--- src/rtl/sr_cmd_conditioner_pkg.sv ---
// Shared constants for the SR command conditioner: FSM encodings and parameter defaults.
package sr_cmd_conditioner_pkg;

    localparam int unsigned DEBOUNCE_CYCLES_DEF = 4;
    localparam int unsigned HOLDOFF_CYCLES_DEF  = 8;

    localparam logic [1:0] StIdle    = 2'd0;
    localparam logic [1:0] StPulse   = 2'd1;
    localparam logic [1:0] StHoldoff = 2'd2;

endpackage

--- src/rtl/debounce_filter.sv ---
// Two-flop synchronizer plus debounce counter; emits a registered one-cycle
// pulse after the debounced level rises.
module debounce_filter #(
    parameter int unsigned DEBOUNCE_CYCLES = 4
) (
    input  logic clk,
    input  logic reset,
    input  logic btn,
    output logic rise
);

    localparam logic [7:0] LastCnt = 8'(DEBOUNCE_CYCLES - 1);

    logic [1:0] sync_q;
    logic [7:0] cnt_q;
    logic       level_q;
    logic       level_prev_q;
    logic       rise_q;

    // Synchronize, count disagreeing cycles, flip level once stable long enough.
    always_ff @(posedge clk) begin
        if (reset) begin
            sync_q       <= 2'b00;
            cnt_q        <= 8'd0;
            level_q      <= 1'b0;
            level_prev_q <= 1'b0;
            rise_q       <= 1'b0;
        end else begin
            sync_q <= {sync_q[0], btn};
            if (sync_q[1] != level_q) begin
                if (cnt_q == LastCnt) begin
                    level_q <= ~level_q;
                    cnt_q   <= 8'd0;
                end else begin
                    cnt_q <= cnt_q + 8'd1;
                end
            end else begin
                cnt_q <= 8'd0;
            end
            level_prev_q <= level_q;
            rise_q       <= level_q & ~level_prev_q;
        end
    end

    assign rise = rise_q;

endmodule

--- src/rtl/sr_cmd_conditioner.sv ---
// Turns two bouncy push-buttons into clean, arbitrated one-cycle set/reset
// pulses for a downstream SR latch, with a lockout after each pulse.
module sr_cmd_conditioner
    import sr_cmd_conditioner_pkg::*;
#(
    parameter int unsigned DEBOUNCE_CYCLES = DEBOUNCE_CYCLES_DEF,
    parameter int unsigned HOLDOFF_CYCLES  = HOLDOFF_CYCLES_DEF
) (
    input  logic clk,
    input  logic reset,
    input  logic btn_set,
    input  logic btn_rst,
    output logic s,
    output logic r,
    output logic conflict,
    output logic busy
);

    localparam logic [7:0] LastHold = 8'(HOLDOFF_CYCLES - 1);

    logic       set_rise, clr_rise;
    logic [1:0] state_q, state_d;
    logic [7:0] hold_cnt_q, hold_cnt_d;
    logic       pend_set_q, pend_set_d;
    logic       pend_clr_q, pend_clr_d;
    logic       set_take, clr_take;
    logic       s_q, s_d, r_q, r_d, conflict_q, conflict_d, busy_q, busy_d;

    debounce_filter #(
        .DEBOUNCE_CYCLES(DEBOUNCE_CYCLES)
    ) u_set_filter (
        .clk  (clk),
        .reset(reset),
        .btn  (btn_set),
        .rise (set_rise)
    );

    debounce_filter #(
        .DEBOUNCE_CYCLES(DEBOUNCE_CYCLES)
    ) u_clr_filter (
        .clk  (clk),
        .reset(reset),
        .btn  (btn_rst),
        .rise (clr_rise)
    );

    // Next-state: arbitrate pending requests in IDLE (clear wins), then pulse and hold off.
    always_comb begin
        state_d    = state_q;
        hold_cnt_d = hold_cnt_q;
        s_d        = 1'b0;
        r_d        = 1'b0;
        conflict_d = 1'b0;
        set_take   = 1'b0;
        clr_take   = 1'b0;
        case (state_q)
            StIdle: begin
                if (pend_clr_q) begin
                    state_d    = StPulse;
                    r_d        = 1'b1;
                    conflict_d = pend_set_q;
                    clr_take   = 1'b1;
                    set_take   = pend_set_q;
                end else if (pend_set_q) begin
                    state_d  = StPulse;
                    s_d      = 1'b1;
                    set_take = 1'b1;
                end
            end
            StPulse: begin
                hold_cnt_d = 8'd0;
                state_d    = (HOLDOFF_CYCLES == 0) ? StIdle : StHoldoff;
            end
            StHoldoff: begin
                if (hold_cnt_q == LastHold) begin
                    state_d = StIdle;
                end else begin
                    hold_cnt_d = hold_cnt_q + 8'd1;
                end
            end
            default: state_d = StIdle;
        endcase
        // A rise while already pending is absorbed by the OR.
        pend_set_d = (pend_set_q & ~set_take) | set_rise;
        pend_clr_d = (pend_clr_q & ~clr_take) | clr_rise;
        busy_d     = (state_d != StIdle);
    end

    // State and registered outputs.
    always_ff @(posedge clk) begin
        if (reset) begin
            state_q    <= StIdle;
            hold_cnt_q <= 8'd0;
            pend_set_q <= 1'b0;
            pend_clr_q <= 1'b0;
            s_q        <= 1'b0;
            r_q        <= 1'b0;
            conflict_q <= 1'b0;
            busy_q     <= 1'b0;
        end else begin
            state_q    <= state_d;
            hold_cnt_q <= hold_cnt_d;
            pend_set_q <= pend_set_d;
            pend_clr_q <= pend_clr_d;
            s_q        <= s_d;
            r_q        <= r_d;
            conflict_q <= conflict_d;
            busy_q     <= busy_d;
        end
    end

    assign s        = s_q;
    assign r        = r_q;
    assign conflict = conflict_q;
    assign busy     = busy_q;

endmodule

--- config.mk ---
export PLATFORM = sky130hd
export DESIGN_NAME = sr_cmd_conditioner
export DESIGN_NICKNAME = d
export VERILOG_FILES = /design/src/rtl/sr_cmd_conditioner_pkg.sv /design/src/rtl/debounce_filter.sv /design/src/rtl/sr_cmd_conditioner.sv
export SDC_FILE = /design/constraint.sdc
export NUM_CORES = 1
export LEC_CHECK = 0
export CORE_MARGIN = 2
export CORE_UTILIZATION = 30
export CTS_CLUSTER_DIAMETER = 60
export DETAILED_ROUTE_END_ITERATION = 12
export GPL_ROUTABILITY_DRIVEN = 0
export PLACE_DENSITY = 0.49
export SYNTH_ARGS = -nofsm -noshare
export SYNTH_HDL_FRONTEND = slang
export SYNTH_HIERARCHICAL = 1
export SYNTH_SLANG_ARGS = --single-unit
--- constraint.sdc ---
create_clock -name clk -period 2.3 [get_ports clk]
set_clock_uncertainty 0.2 [all_clocks]
set_input_delay 0.46 -clock clk [delete_from_list [all_inputs] [get_ports clk]]
set_output_delay 0.46 -clock clk [all_outputs]
set_load 0.005 [all_outputs]
==> flow_metrics.tcl, run 1 <==
# collected from the flow reports
set metrics [dict create \
    outcome "completed" \
    seq_power_share_pct 54.5 \
    grt_max_degree 15 \
    totalWireLength_um 2830 \
    global_route.usage.met1_pct 12.7 \
    core-area_mm2 0.00547 \
    floorplan_utilization_pct 30.8 \
    synth-edff-count 0 \
    max_slew_margin_pct 71.1 \
    nClkBuffers 5 \
    power_per_cell_area_mw_per_mm2 679 \
    finalSetupViolations 0 \
    unrepaired_setup_endpoints_after_global_routing "false" \
    timing.critical_path.fanout_max 8 \
    layout.clock.cell_area_share_pct 5.75 \
    leakage_nw 0.684 \
    postSynth.topFlopCell "sky130_fd_sc_hd__dfxtp_1" \
    critical_path.max_stage_delay_ns 0.49 \
    nNonClkInverters 7 \
    timing.fmax_mhz 535 \
    vias_per_cell 4.65 \
    synth_stat.cells 180 \
    layout.nonclk_buf_share_pct 4.68 \
    initialDrtViolationCount 48 \
    cts-buffers-inserted 5 \
    detail_route.first_pass.iterations 4 \
    avgSynthCellArea_um2 9.37 \
    hp-class "reg -> reg" \
    worst_path_dominant_cell_family "simple AND/OR/NAND/NOR gates" \
    power_consumed_by_the_clock_network_mw 0.585 \
    log.warning_count 26 \
    critical_setup_path_kind "reg -> reg" \
    power_switching_mw 0.278 \
    seq_share_pct 42.5 \
    chip_footprint_mm2 0.00624 \
    met2_wire_length_um 1210 \
    final_layout_size_suffix_gt1_share_pct 10.7 \
    power_switching_share_pct 20.7 \
    crit_arrival_ns 1.84 \
    clock_tree_from_tritoncts "built" \
    critical_path.n_buffers_inverters 0 \
    min_from "u_clr_filter/level_prev_q$_SDFF_PP0_" \
    nonClockBufferCount 10 \
    clockPowerShare_pct 43.5 \
    crit_path_top_delay_cell "sky130_fd_sc_hd__or4b_4" \
    grt_antenna_before_repair 0 \
    clock_latency_ns 0.29 \
    clk_root_buffer_cell "sky130_fd_sc_hd__clkbuf_8" \
]
==> run 1: synth_stat cells (all sizes together), types with 2 or more instances <==
master  number  area (um^2)
or4b         2         27.5
inv          7         26.3
nand3       13         65.1
and2         4         25.0
o21ai       10         50.1
xnor2        2         17.5
and3         3         18.8
or3         12         75.1
xor2         6         52.6
a31oi        3         25.0
nor2        18         67.6
a21oi       15         75.1
dfxtp       42          841
nand2b       7         51.3
nand4        3         18.8
nand2        8         30.0
o211ai       2         25.0
o21a         2         15.0
ha           3         37.5
nor2b        8         50.1
==> run 1: logic make-up (layout without fill, tap and decap cells) <==
family                     count (synthesis)  after routing  share of synthesized area, %
adders and majority gates                  3              3                          2.23
buffers and inverters                      8             25                          1.78
and+or+nand+nor                           82             82                          27.3
DFF                                       42             42                          49.9
xor gates and xnor gates                   8              8                          4.15
AOI/OAI and AO/OA                         37             37                          14.7
==> run 1: sequential cells by signal (all words and copies together) (netlist names), 2 cells and up <==
name and count:
u_set_filter/sync_q 2, u_clr_filter/sync_q 2, hold_cnt_q 8, u_clr_filter/cnt_q 8, state_q 2, u_set_filter/cnt_q 8
==> run 1: worst paths after layout <==
kind / cells after the start / endpoint / slack (ns)
worst max register to register: 4 / u_set_filter/cnt_q[3]$_SDFF_PP0_ / 0.43
worst min-delay path: 1 / u_clr_filter/rise$_SDFF_PP0_ / 0.18
worst max-delay path: 4 / u_set_filter/cnt_q[3]$_SDFF_PP0_ / 0.43
worst min register to register: 1 / u_clr_filter/rise$_SDFF_PP0_ / 0.18
==> run 1: stage by stage <==
| step | setup slack [ns] | hold WS (ns) |
|---|---|---|
| after CTS | 0.422 | 0.186 |
| after floorplan | 0.569 | 0.167 |
| after global routing | 0.295 | 0.195 |
| after detailed placement | 0.427 | 0.180 |
| final | 0.430 | 0.178 |
| after global placement | 0.429 | 0.172 |
**Run 1: signal metal coverage by tile**

Scale bar: 20 um. 16 x 16 tiles, from black (low) to pale yellow (high), scaled to the fullest tile. Values are wire area over tile area, all layers added.
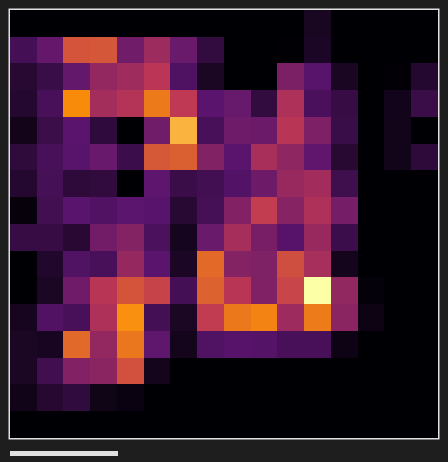
The fullest tile reaches 0.38. The densest ninth of the die: center. The mean over all tiles is 0.071. 9.4% of the tiles are over half the peak. 36% of the tiles are nearly empty.

**Run 1: track usage over the die**

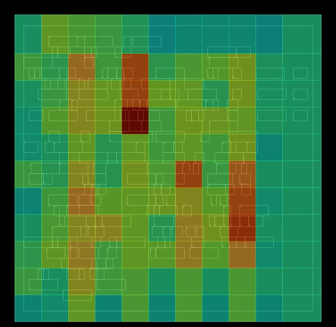
peak-usage layer in the global routing report: met2
GR Util All Layers: 10.7%

**Run 1: M1 wires**

Scale bar: 20 um.
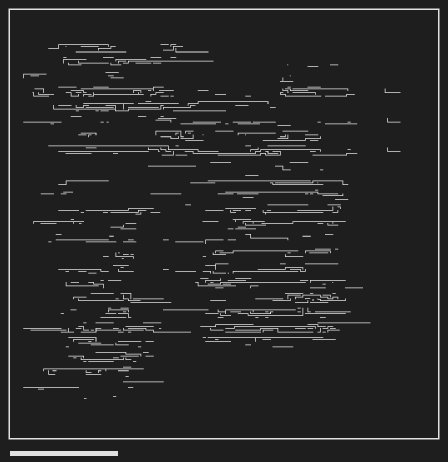
188 nets have wire on it. The layer carries 1490 um of wire. The layer holds 53% of the routed length. The wires run mostly horizontal. The longest straight run is 22.1 um.

**Run 1: placement density heat map**

Scale bar: 20 um. 8 x 8 tiles, from black (low) to pale yellow (high), 0 to 100% covered.
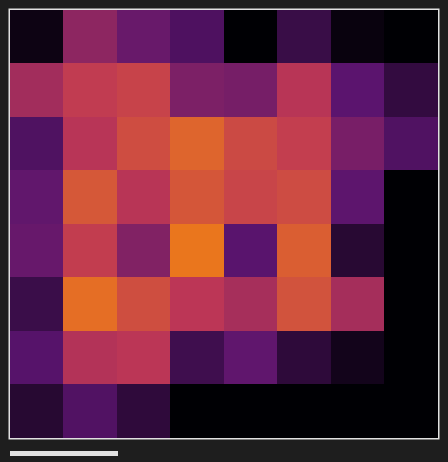

==> run 1 -> run 2 <==
- PLACE_DENSITY: 0.49 -> 0.51
- clock period: 2.3 -> 1.52 ns (I/O delays scaled with it)
**Run 2: placement density heat map**

Scale bar: 20 um. 8 x 8 tiles, from black (low) to pale yellow (high), 0 to 100% covered.
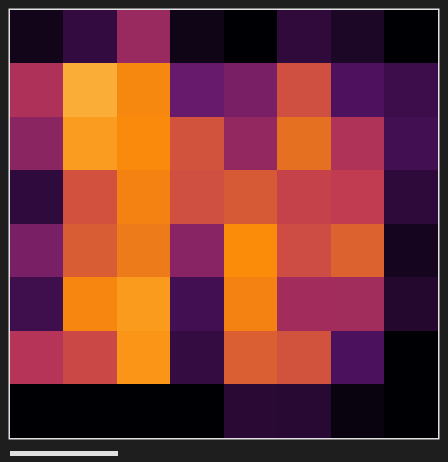
The fullest tile reaches 82%. 6.2% of the tiles are over 75% full. The emptiest ninth of the die: lower right. 13% of the tiles are nearly empty.

==> run 2 against run 1 <==
Effect of this change: cell count rose by 13%; clock-buffer cell count is the same; sequential share of layout area is 6.7 points lower; largest cell class is now logic gates; synthesized cell count unchanged; the run now ends with negative setup slack left; clock power increased by 48%; via count is 10% higher; global-route usage rose by 0.59 points; synthesized area is the same.
==> flow_metrics.tcl, run 2 <==
# collected from the flow reports
set metrics [dict create \
    outcome "finished with violations" \
    failed_checks "negative setup slack" \
    floorplan_utilization_pct 30.8 \
    post_synth_num_cell_types 32 \
    detailedPlace.worstSlack_ns -0.245 \
    synth_top_area_share_pct 49.9 \
    met2_wire_length_um 1500 \
    clock_latency_ns 0.29 \
    log.warning_count 29 \
    totalWireLength_um 3240 \
    unrepaired_setup_endpoints_after_global_routing "true" \
    hpwlAfterDp_um 2280 \
    synth_stat.cells 180 \
    timing.critical_path.fanout_max 3 \
    finalSetupViolations 25 \
    crit_arrival_ns 1.73 \
    critical_setup_path_kind "reg -> reg" \
    power_per_cell_area_mw_per_mm2 849 \
    grt_antenna_before_repair 0 \
    peakVddDrop_mv 0.622 \
    post_synth_main_area_contributors "sky130_fd_sc_hd__dfxtp_1 (50%), sky130_fd_sc_hd__a21oi_1 (4.5%), sky130_fd_sc_hd__or3_1 (4.5%), sky130_fd_sc_hd__nor2_1 (4.0%), sky130_fd_sc_hd__nand3_1 (3.9%)" \
    clockPowerShare_pct 42.7 \
    postSynth.topFlopCell "sky130_fd_sc_hd__dfxtp_1" \
    grt_max_degree 14 \
    clk_root_buffer_cell "sky130_fd_sc_hd__clkbuf_8" \
    gr-usage-met2_pct 17.7 \
    grtUsageTotal_pct 11.2 \
    fp-row-count 27 \
    power_switching_mw 0.410 \
    seq_power_share_pct 54.7 \
    layout.cells.non_filler 305 \
    leakage_nw 0.923 \
    detail_route.first_pass.iterations 4 \
    initialDrtViolationCount 33 \
    yosysTopAreaCell "sky130_fd_sc_hd__dfxtp_1" \
    timing.fmax_mhz 587 \
    top_cells_by_count "sky130_fd_sc_hd__dfxtp_1 (42), sky130_fd_sc_hd__nor2_1 (18), sky130_fd_sc_hd__a21oi_1 (15)" \
    core-area_mm2 0.00547 \
    timing.hold.ws_ns 0.185 \
    numPlacedInstances 295 \
    cts-buffers-inserted 5 \
    syn2layout_area_growth_pct 41.4 \
    clock_tree_from_tritoncts "built" \
    synth-edff-count 0 \
    power_report.internal_total_mw 1.61 \
    avgSynthCellArea_um2 9.37 \
    post-synth-top-count-cell "sky130_fd_sc_hd__dfxtp_1" \
    hp-class "reg -> reg" \
    chip_footprint_mm2 0.00624 \
    critical_path.endpoint_type "register" \
    cp.required_ns 1.55 \
    post_layout_worst_setup_margin_ns -0.183 \
    largestRegisters "hold_cnt_q (8), u_clr_filter/cnt_q (8), u_set_filter/cnt_q (8)" \
    power_consumed_by_the_clock_network_mw 0.864 \
    max_slew_margin_pct 78.7 \
]
[run 2: cell counts after synthesis]
Identical to the previous run, type by type.
[run 2: path summary, 6_finish.rpt]
kind	start	slack, ns	cells after the start	endpoint
setup / recovery	u_set_filter/cnt_q[1]$_SDFF_PP0_	-0.18	4	u_set_filter/level_q$_SDFFE_PP0P_
hold / removal	u_set_filter/level_prev_q$_SDFF_PP0_	0.18	1	u_set_filter/rise$_SDFF_PP0_
setup reg to reg	u_set_filter/cnt_q[1]$_SDFF_PP0_	-0.18	4	u_set_filter/level_q$_SDFFE_PP0P_
hold reg to reg	u_set_filter/level_prev_q$_SDFF_PP0_	0.18	1	u_set_filter/rise$_SDFF_PP0_
[run 2: cells by family after synthesis]
logic type | after synthesis | share of synthesized area [%]
flops | 42 | 49.9
fa+ha+maj | 3 | 2.23
simple gates | 82 | 27.3
compound gates | 37 | 14.7
xor+xnor | 8 | 4.15
buf+inv | 8 | 1.78
[run 2: worst max-delay path, cell delays in order (launching register included)]
cell                      delay, ns
sky130_fd_sc_hd__dfxtp_2       0.35
sky130_fd_sc_hd__ha_4          0.13
sky130_fd_sc_hd__or4b_4        0.48
sky130_fd_sc_hd__or3_1         0.36
sky130_fd_sc_hd__a21oi_1       0.12
[run 2: what timing repair did]
action                                  4_1_cts  5_1_grt
buffers inserted                              1        1
pin swaps                                    12        7
endpoints found under the hold margin         0        0
endpoints found under the setup margin       31       27
gates resized                                11       15
[run 2: final cells by class]
class	count	area [um^2]	share of cell area, %
clock buffers	5	68.8	2.89
well taps	72	90.1	3.78
repair buffers	46	369	15.5
inverters	7	26.3	1.10
clock inverters	3	40.0	1.68
multi-input cells	130	938	39.3
flip-flops and latches	42	852	35.7
==> run 2 -> run 3 <==
- SLEW_MARGIN: unset -> 30
**Run 3: M1 wires**

Scale bar: 20 um.
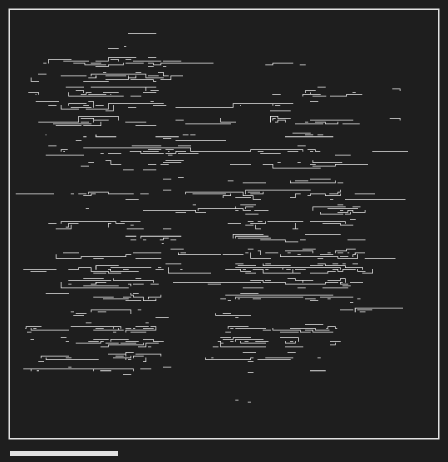
via count of the routed design: 1377
WL final: 3240 um
M1 GR Usage: 13.9%

==> run 3 against run 2 <==
Effect of this change: the run still ends with negative setup slack left; combinational power about the same; cell count is the same; total power unchanged; non-clock buffer count unchanged; critical endpoint unchanged; clock-buffer cell count stayed put; die area is the same; sequential share of layout area unchanged.
==> flow_metrics.tcl, run 3 <==
# collected from the flow reports
set metrics [dict create \
    postSynth.topFlopCell "sky130_fd_sc_hd__dfxtp_1" \
    post-route-min-period_ns 1.70 \
    synth_top_area_share_pct 49.9 \
    clk_root_buffer_cell "sky130_fd_sc_hd__clkbuf_8" \
    reg2reg_setup_slack_ns -0.18 \
    crit_path_top_delay_cell "sky130_fd_sc_hd__or4b_4" \
    whs_endpoint "u_set_filter/rise$_SDFF_PP0_" \
    chip_footprint_mm2 0.00624 \
    unrepaired_setup_endpoints_after_global_routing "true" \
    final_layout_size_suffix_gt1_share_pct 33.0 \
    grtUsageTotal_pct 11.2 \
    floorplan_utilization_pct 30.8 \
    worst_setup_path_endpoint "u_set_filter/level_q$_SDFFE_PP0P_" \
    worst-r2r-cell-count 4 \
    cp.depth 4 \
    avgSynthCellArea_um2 9.37 \
    startpoint "u_set_filter/cnt_q[1]$_SDFF_PP0_" \
    detailedPlace.worstSlack_ns -0.245 \
    chipHeight_um 79.0 \
    drt.antenna.violating_nets 0 \
    grt.busiest_layer "met2" \
    r2r-end "u_set_filter/level_q$_SDFFE_PP0P_" \
    synth_stat.cells 180 \
    leakage_nw 0.923 \
    post_synth_num_cell_types 32 \
    detail_route.first_pass.iterations 4 \
    max_cap_violations 0 \
    nets 239 \
    hpwlAfterDp_um 2280 \
    post_synth_main_area_contributors "sky130_fd_sc_hd__dfxtp_1 (50%), sky130_fd_sc_hd__a21oi_1 (4.5%), sky130_fd_sc_hd__or3_1 (4.5%), sky130_fd_sc_hd__nor2_1 (4.0%), sky130_fd_sc_hd__nand3_1 (3.9%)" \
    synth-edff-count 0 \
    largestRegisters "hold_cnt_q (8), u_clr_filter/cnt_q (8), u_set_filter/cnt_q (8)" \
    log.warning_count 29 \
    clock_tree_from_tritoncts "built" \
    outcome "finished with violations" \
    crit_arrival_ns 1.73 \
    clock_latency_ns 0.29 \
    top_cells_by_count "sky130_fd_sc_hd__dfxtp_1 (42), sky130_fd_sc_hd__nor2_1 (18), sky130_fd_sc_hd__a21oi_1 (15)" \
    post_layout_worst_setup_margin_ns -0.183 \
    timing.final.crit_share_pct 112 \
    cp.required_ns 1.55 \
    final_layout_top_logic_cell "sky130_fd_sc_hd__buf_4" \
    peakVddDrop_mv 0.622 \
    max_slew_margin_pct 78.7 \
    worst_path_dominant_cell_family "simple AND/OR/NAND/NOR gates" \
    grt_pass1_wl_um 5490 \
    syn2layout_area_growth_pct 41.4 \
    post-synth-top-count-cell "sky130_fd_sc_hd__dfxtp_1" \
    critical_path.max_stage_delay_ns 0.48 \
    yosysTopAreaCell "sky130_fd_sc_hd__dfxtp_1" \
    vias_per_cell 4.51 \
    min_from "u_set_filter/level_prev_q$_SDFF_PP0_" \
    failed_checks "negative setup slack" \
    grt_antenna_before_repair 0 \
    core-area_mm2 0.00547 \
    postSynthNetCount 187 \
    critical_setup_path_kind "reg -> reg" \
    grt_max_degree 14 \
    finalSetupViolations 25 \
    rr_startpoint "u_set_filter/cnt_q[1]$_SDFF_PP0_" \
    hp-class "reg -> reg" \
    critical_path.n_buffers_inverters 0 \
    timing.fmax_mhz 587 \
    initialDrtViolationCount 33 \
    fp-row-count 27 \
    timing.critical_path.fanout_max 3 \
    worst_hold_path.num_cells 1 \
    gr-usage-met2_pct 17.7 \
    cts-buffers-inserted 5 \
    power_per_cell_area_mw_per_mm2 849 \
    critical_path.endpoint_type "register" \
    worstPathCellList "ha_4 -> or4b_4 -> or3_1 -> a21oi_1" \
]
[run 3: worst reg2reg max path: stages (launching register included)]
cell                      delay, ns
sky130_fd_sc_hd__dfxtp_2       0.35
sky130_fd_sc_hd__ha_4          0.13
sky130_fd_sc_hd__or4b_4        0.48
sky130_fd_sc_hd__or3_1         0.36
sky130_fd_sc_hd__a21oi_1       0.12
[run 3: stage by stage]
step,setup TNS (ns),cell area [um^2],util (%),hold slack [ns],cells
floorplan,-2.04,1730,-,0.167,180
global placement,-5.18,2170,39.6,0.172,295
detailed placement,-5.47,2170,39.6,0.175,295
CTS,-2.51,2320,42.4,0.187,304
global route,-4.62,2380,43.6,0.199,305
finish,-2.87,2380,43.6,0.185,305
[run 3: what timing repair did]
| action | CTS | global route |
|---|---|---|
| pin swaps | 12 | 7 |
| endpoints found under the hold margin | 0 | 0 |
| setup endpoints to repair | 31 | 27 |
| buffers inserted | 1 | 1 |
| gates resized | 11 | 15 |
[run 3: logic make-up after synthesis]
| family | synth area share [%] |
|---|---|
| buf+inv | 1.78 |
| simple gates | 27.3 |
| compound gates | 14.7 |
| flops | 49.9 |
| fa+ha+maj | 2.23 |
| xor+xnor | 4.15 |
[run 3: report_power, final]
part           leakage [nW]  total, mW  internal [mW]  switching (mW)
clock                0.0579      0.864          0.484           0.381
sequential            0.343       1.11           1.10         0.00325
combinational         0.522     0.0527         0.0270          0.0257
[run 3: cell type report]
type	count	area (um^2)	area share, %
Multi-Input combinational cell	130	938	39.3
Sequential cell	42	852	35.7
Timing Repair Buffer	46	369	15.5
Inverter	7	26.3	1.10
Tap cell	72	90.1	3.78
Clock inverter	3	40.0	1.68
Clock buffer	5	68.8	2.89
Power is estimated from default activity; no workload was simulated.
